**src/rtl/alu_defs_pkg.sv**
```systemverilog
// Shared ALU definitions: widths, opcodes, sequencer states and flag bundle.
package alu_defs_pkg;

    localparam int unsigned ALU_W = 16;
    localparam int unsigned OP_W  = 3;

    typedef enum logic [OP_W-1:0] {
        ALU_ADD = 3'b000,
        ALU_SUB = 3'b001,
        ALU_AND = 3'b010,
        ALU_OR  = 3'b011,
        ALU_XOR = 3'b100,
        ALU_NOT = 3'b101,
        ALU_SHL = 3'b110,
        ALU_SHR = 3'b111
    } alu_op_e;

    typedef enum logic [1:0] {
        ST_IDLE   = 2'b00,
        ST_WAIT_B = 2'b01,
        ST_EXEC   = 2'b10,
        ST_HOLD   = 2'b11
    } seq_state_e;

    typedef struct packed {
        logic z;
        logic n;
        logic c;
        logic v;
    } alu_flags_t;

    // NOT, SHL and SHR consume only the A word.
    function automatic logic is_unary(input logic [OP_W-1:0] op);
        return (op == ALU_NOT) || (op == ALU_SHL) || (op == ALU_SHR);
    endfunction

endpackage

```
**src/rtl/alu_core.sv**
```systemverilog
// Combinational 16-bit ALU: result plus zero/negative/carry/overflow flags.
module alu_core
    import alu_defs_pkg::*;
(
    input  logic [ALU_W-1:0] a,
    input  logic [ALU_W-1:0] b,
    input  logic [OP_W-1:0]  op,
    output logic [ALU_W-1:0] res,
    output logic             z,
    output logic             n,
    output logic             c,
    output logic             v
);

    logic [ALU_W:0] sum_ext;
    logic [ALU_W:0] diff_ext;

    // Subtraction as A + ~B + 1; the carry-out is the inverse of the borrow.
    assign sum_ext  = {1'b0, a} + {1'b0, b};
    assign diff_ext = {1'b0, a} + {1'b0, ~b} + (ALU_W+1)'(1);

    // Result, carry and overflow selection per opcode.
    always_comb begin
        res = '0;
        c   = 1'b0;
        v   = 1'b0;
        case (op)
            ALU_ADD: begin
                res = sum_ext[ALU_W-1:0];
                c   = sum_ext[ALU_W];
                v   = (a[ALU_W-1] == b[ALU_W-1]) && (res[ALU_W-1] != a[ALU_W-1]);
            end
            ALU_SUB: begin
                res = diff_ext[ALU_W-1:0];
                c   = ~diff_ext[ALU_W];
                v   = (a[ALU_W-1] != b[ALU_W-1]) && (res[ALU_W-1] != a[ALU_W-1]);
            end
            ALU_AND: res = a & b;
            ALU_OR:  res = a | b;
            ALU_XOR: res = a ^ b;
            ALU_NOT: res = ~a;
            ALU_SHL: begin
                res = {a[ALU_W-2:0], 1'b0};
                c   = a[ALU_W-1];
            end
            ALU_SHR: begin
                res = {1'b0, a[ALU_W-1:1]};
                c   = a[0];
            end
            default: res = '0;
        endcase
    end

    assign z = (res == '0);
    assign n = res[ALU_W-1];

endmodule

```
**src/rtl/alu_op_sequencer.sv**
```systemverilog
// Multicycle ALU initiator: collects opcode/A (and B for binary ops) from a
// shared valid/ready bus, executes for one cycle, holds the result until taken.
module alu_op_sequencer
    import alu_defs_pkg::*;
(
    input  logic             clk,
    input  logic             rst_n,
    input  logic [ALU_W-1:0] bus_in,
    input  logic [OP_W-1:0]  op_in,
    input  logic             bus_valid,
    output logic             bus_ready,
    output logic [ALU_W-1:0] res_out,
    output logic             flag_z,
    output logic             flag_n,
    output logic             flag_c,
    output logic             flag_v,
    output logic             res_valid,
    input  logic             res_ready
);

    seq_state_e       state_q, state_d;
    logic [ALU_W-1:0] a_q, a_d;
    logic [ALU_W-1:0] b_q, b_d;
    logic [OP_W-1:0]  op_q, op_d;
    logic [ALU_W-1:0] res_q, res_d;
    alu_flags_t       flags_q, flags_d;
    logic             bus_ready_q, bus_ready_d;
    logic             res_valid_q, res_valid_d;

    logic [ALU_W-1:0] core_res;
    alu_flags_t       core_flags;

    alu_core u_alu_core (
        .a   (a_q),
        .b   (b_q),
        .op  (op_q),
        .res (core_res),
        .z   (core_flags.z),
        .n   (core_flags.n),
        .c   (core_flags.c),
        .v   (core_flags.v)
    );

    // Next-state, operand capture and result capture.
    always_comb begin
        state_d = state_q;
        a_d     = a_q;
        b_d     = b_q;
        op_d    = op_q;
        res_d   = res_q;
        flags_d = flags_q;
        case (state_q)
            ST_IDLE: begin
                if (bus_valid) begin
                    a_d     = bus_in;
                    op_d    = op_in;
                    state_d = is_unary(op_in) ? ST_EXEC : ST_WAIT_B;
                end
            end
            ST_WAIT_B: begin
                if (bus_valid) begin
                    b_d     = bus_in;
                    state_d = ST_EXEC;
                end
            end
            ST_EXEC: begin
                res_d   = core_res;
                flags_d = core_flags;
                state_d = ST_HOLD;
            end
            ST_HOLD: begin
                if (res_ready) begin
                    state_d = ST_IDLE;
                end
            end
            default: state_d = ST_IDLE;
        endcase
        bus_ready_d = (state_d == ST_IDLE) || (state_d == ST_WAIT_B);
        res_valid_d = (state_d == ST_HOLD);
    end

    // State and datapath registers with synchronous active-low reset.
    always_ff @(posedge clk) begin
        if (!rst_n) begin
            state_q     <= ST_IDLE;
            a_q         <= '0;
            b_q         <= '0;
            op_q        <= '0;
            res_q       <= '0;
            flags_q     <= '0;
            bus_ready_q <= 1'b1;
            res_valid_q <= 1'b0;
        end else begin
            state_q     <= state_d;
            a_q         <= a_d;
            b_q         <= b_d;
            op_q        <= op_d;
            res_q       <= res_d;
            flags_q     <= flags_d;
            bus_ready_q <= bus_ready_d;
            res_valid_q <= res_valid_d;
        end
    end

    assign bus_ready = bus_ready_q;
    assign res_valid = res_valid_q;
    assign res_out   = res_q;
    assign flag_z    = flags_q.z;
    assign flag_n    = flags_q.n;
    assign flag_c    = flags_q.c;
    assign flag_v    = flags_q.v;

endmodule

```
**config.mk**
```make
export PLATFORM = sky130hd
export DESIGN_NAME = alu_op_sequencer
export DESIGN_NICKNAME = d
export VERILOG_FILES = /design/src/rtl/alu_defs_pkg.sv /design/src/rtl/alu_core.sv /design/src/rtl/alu_op_sequencer.sv
export SDC_FILE = /design/constraint.sdc
export NUM_CORES = 1
export LEC_CHECK = 0
export CAP_MARGIN = 20
export CORE_MARGIN = 5
export CORE_UTILIZATION = 51
export CTS_BUF_LIST = sky130_fd_sc_hd__clkbuf_8
export DETAILED_ROUTE_END_ITERATION = 10
export PLACE_DENSITY = 0.72
export SLEW_MARGIN = 20
export SYNTH_ARGS = -nofsm -noshare
export SYNTH_HDL_FRONTEND = slang
export SYNTH_SLANG_ARGS = --single-unit
```
**constraint.sdc**
```tcl
create_clock -name clk -period 5.8 [get_ports clk]
set_input_delay 1.45 -clock clk [delete_from_list [all_inputs] [get_ports clk]]
set_output_delay 1.45 -clock clk [all_outputs]
set_load 0.005 [all_outputs]
```
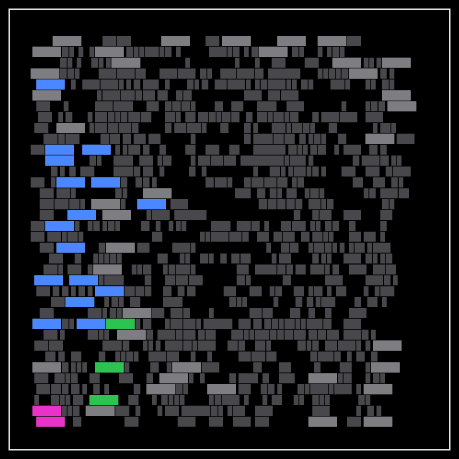
registers.png
Scale: 4 px per um.
`res_out`: marked blue, flops 16, where left middle. `state_q`: marked magenta, flops 2. `op_q`: marked green, flops 3.
utilization of the core after routing: 0.588
total area of sequential cells: 1160 um^2
sequential power: 0.000456 W

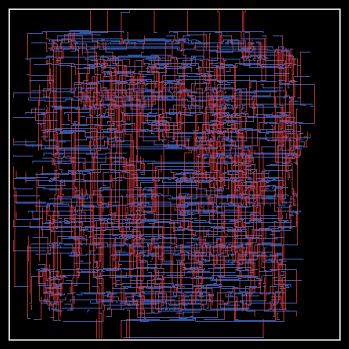
metal_stack.png
Scale: 3 px per um. Only two layers are drawn.
met2: marked red, wire length 7,070 um. met1: marked blue, wire length 7,550 um.

==> run notes <==
Physical implementation.

- Per the CTS log, the maximum H-tree level is 3.
- Per the placement log, port buffering inserted roughly 44 buffers.
- According to the cell report, the number of logic gates is 547.
- Counting along the longest clock path gives a buffer depth of 2.
- The via count of the first global-routing pass is between 4,000 and 5,000.
- The endpoint with the worst hold slack is res_out[5].
- The share of total power dissipated in combinational logic is 0.360.
- The power consumed by combinational cells is about 0.00047 W.
- The setup TNS after final layout is 0 ns.
- Wire segments on met3 add up to 1.58 mm in the final route.
- The met1 usage in global routing is 0.406.
- The delay contributed by the slowest stage of the critical path is between 0.7 and 0.8 ns.
- The share of the core area taken by cells at floorplan is 0.521.
- The fraction of cell area in multi-input combinational cells is reported as 0.610.
- The worst hold path belongs to the class flip-flop to flip-flop.
- The per-cell via count in the routed design is between 6 and 7.
- In this run the clock root is driven by a sky130_fd_sc_hd__clkbuf_8.
- Between the synthesized netlist and the finished layout, the area growth was recorded as 12.7%.
- The category of the most critical setup path is flip-flop to flip-flop.
- Per the hold report, the tightest min-delay path originates at res_out[5].
- The run finished with clean final reports.
- The largest fanout of any net on the critical path is 16.
- Per the post-synthesis stats, the area per cell is roughly 7.2 um^2.
- The total of max-cap violations is 0.
- Along the critical path, the tally of buffer and inverter instances is 1.
- Post-synth the commonest register cell is sky130_fd_sc_hd__dfxtp_1.
- The clock network power reported by the tool is between 0.0003 and 0.0004 W.
- The remaining design rule violation count is 0.
- The multi-input logic area is about 3500 um^2.
- Summing over the stages, the warning tally comes to ~58.
- The most common logic cells in the final layout are 115 x sky130_fd_sc_hd__nand2_1, 74 x sky130_fd_sc_hd__a21oi_1, 60 x sky130_fd_sc_hd__nor2_1, 58 x sky130_fd_sc_hd__dfxtp_1, 56 x sky130_fd_sc_hd__inv_1.
- The clock tree from TritonCTS is built.
- Per the timing report, the most critical flop-to-flop path finishes at flag_z.
- In the final layout, the clock buffer count is 10.
- The clock sink total is slightly below 60.
- The share of total power in sequential cells is 0.346.
- In the synthesis report, Yosys lists the chip area as around 5100 um^2.
- Of all cell types, the one taking the most synthesized area is sky130_fd_sc_hd__dfxtp_1.
- The share of total power consumed by net switching is 0.377.
- Per the detailed-route log, wirelength across all metal layers totals about 17 mm.
- The estimated wirelength of the detail-placed design is 11.8 mm.
- Setup repair after global routing left no endpoint under its margin.
- The achievable frequency is ~0.28 GHz.
- The width of the chip is approximately 110 um.
- The biggest slice of the total power is consumed by combinational logic.
- Summed over all nets, wire length on met2 after detailed routing comes to 7.07 mm.
- The most instantiated logic cell after routing is sky130_fd_sc_hd__nand2_1.
- The static leakage is around 2.2 nW.
- Yosys reports the multiplexer fraction of the synthesized area as 0.0363.
- The final antenna diode tally reported by the flow is 0.
- The layer carrying the most global-route usage is met2.
- After synthesis, the share of flip-flops with an asynchronous set or reset is 0.
- The register area share after synthesis is 0.229.
- Listed in order, past its start point the critical path passes buf_4 -> nor2_1 -> and3_1 -> mux2_2 -> nor3_1 -> nand4_1 -> nor4b_1 -> nand4_1 -> or4b_1 -> o21ai_1.
- The first-pass iteration count of the detailed router is 7.
- In the per-layer summary, the met1 wirelength comes to 7.55 mm.
- Detailed routing inserted a total of 5,267 vias.
- In the finished design, the share of the clock period the worst path needs comes to 0.621.
- Per the synthesis report, the simple-gate share of the synthesized area is 0.232.
- The remaining max-slew budget at the tightest pin is 0.331.
- The area fraction in full adders, half adders and majority gates is 0.126.
- The chip area is roughly 12,000 um^2.
- The number of register bits inferred by synthesis is 58.
- Detailed-route iteration 0 reported a violation count of between 500 and 600.
- In the synthesized netlist, the number of instances is around 700.
- The insertion delay at the late pin of the worst-skew pair is between 0.3 and 0.4 ns.
- The mean routed wirelength per cell is 19.2 um.
- The post-synthesis cell count from yosys is between 700 and 800.
- The largest combinational cell category by area is AND-OR/OR-AND gates.
- Non-clock inverters in the final layout number 57.
- The final max-slew violation count recorded for this run is 0.
- Across all register-to-register paths, the minimum setup slack is approximately 2.2 ns.
- The report puts the hold buffer count at CTS at 0.
- The beginning of the critical path is op_q[1].
- The proportion of layout cells with a drive suffix above 1 is 0.0535.
- The count of yosys warnings during synthesis is 0.
- The worst reg2reg path startpoint is op_q[1].
- The script extracted a net switching power of between 0.0004 and 0.0005 W.
- The cell area after placement is around 5500 um^2.
- Per the repair_timing log after CTS, setup buffers inserted total 0.
- The number of unique standard cell types used by synthesis is between 70 and 80.
- The number of antenna violations at the first check in global routing is 0.
- Across the routed clock network, the largest skew measured is about 0.018 ns.
- The clock-pin slew on the worst setup and hold paths is 0.08 ns.
- Counting flops with a built-in enable in the synthesized netlist gives 0.
- The layout has between 50 and 60 buffers outside the clock class.
- Power spread over the standard cell area amounts to ~230 nW/um^2.
- The slew at the pin closest to its max-slew limit is between 1 and 1.5 ns.
- The tally of nets with antenna violations remaining after routing is 0.
- Entering global routing, the biggest net connects ~53 pins.
- The final-layout fill cell count is 938.
- Of the total synthesized cell area, the portion taken by AND-OR and OR-AND cells is 0.277.
- The largest individual stage delay along the critical path comes from the cell sky130_fd_sc_hd__dfxtp_1.
- The power report lists cell-internal power as ~0.0008 W.
- Counting tap cells, the placed design contains a total of 846 instances.
- The global routing usage on met3 is 0.0740.
- The top-area cell type share of the netlist area is 0.229.
- Yosys reports that the most numerous cell types are 115 x sky130_fd_sc_hd__nand2_1, 74 x sky130_fd_sc_hd__a21oi_1, 60 x sky130_fd_sc_hd__nor2_1, 58 x sky130_fd_sc_hd__dfxtp_1, 54 x sky130_fd_sc_hd__inv_1.
- The hold-critical path depth is 2.
- The most repeated library cell on the critical path is sky130_fd_sc_hd__nand4_1.
- Ranked by total area, the top cell class in this layout is combinational gates.
- The number of setup violations in the final report is 0.
- The clock network power share is 0.294.
- The I/O pin count is 45.
- At the worst endpoint, the required time is 6.10 ns.
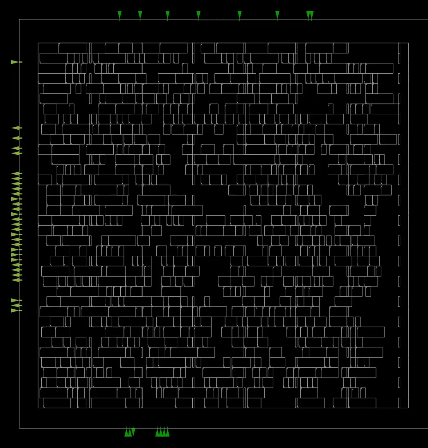
final_placement.png
number of core rows: 36
proportion of cell area occupied by registers: 0.203
post-layout instance count excluding filler cells: 862
Tap Count: 133
FF+latch count: 58

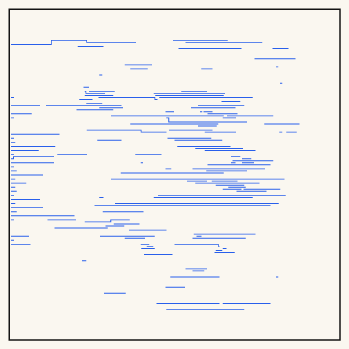
met3.png
Scale: 3 px per um.
99 nets have wire on it. The longest straight run is 58.4 um. The wires run mostly horizontal. The layer holds 9.6% of the routed length. The layer carries 1,580 um of wire.

Power figures rest on the tool's default switching activity, not on a simulated workload.
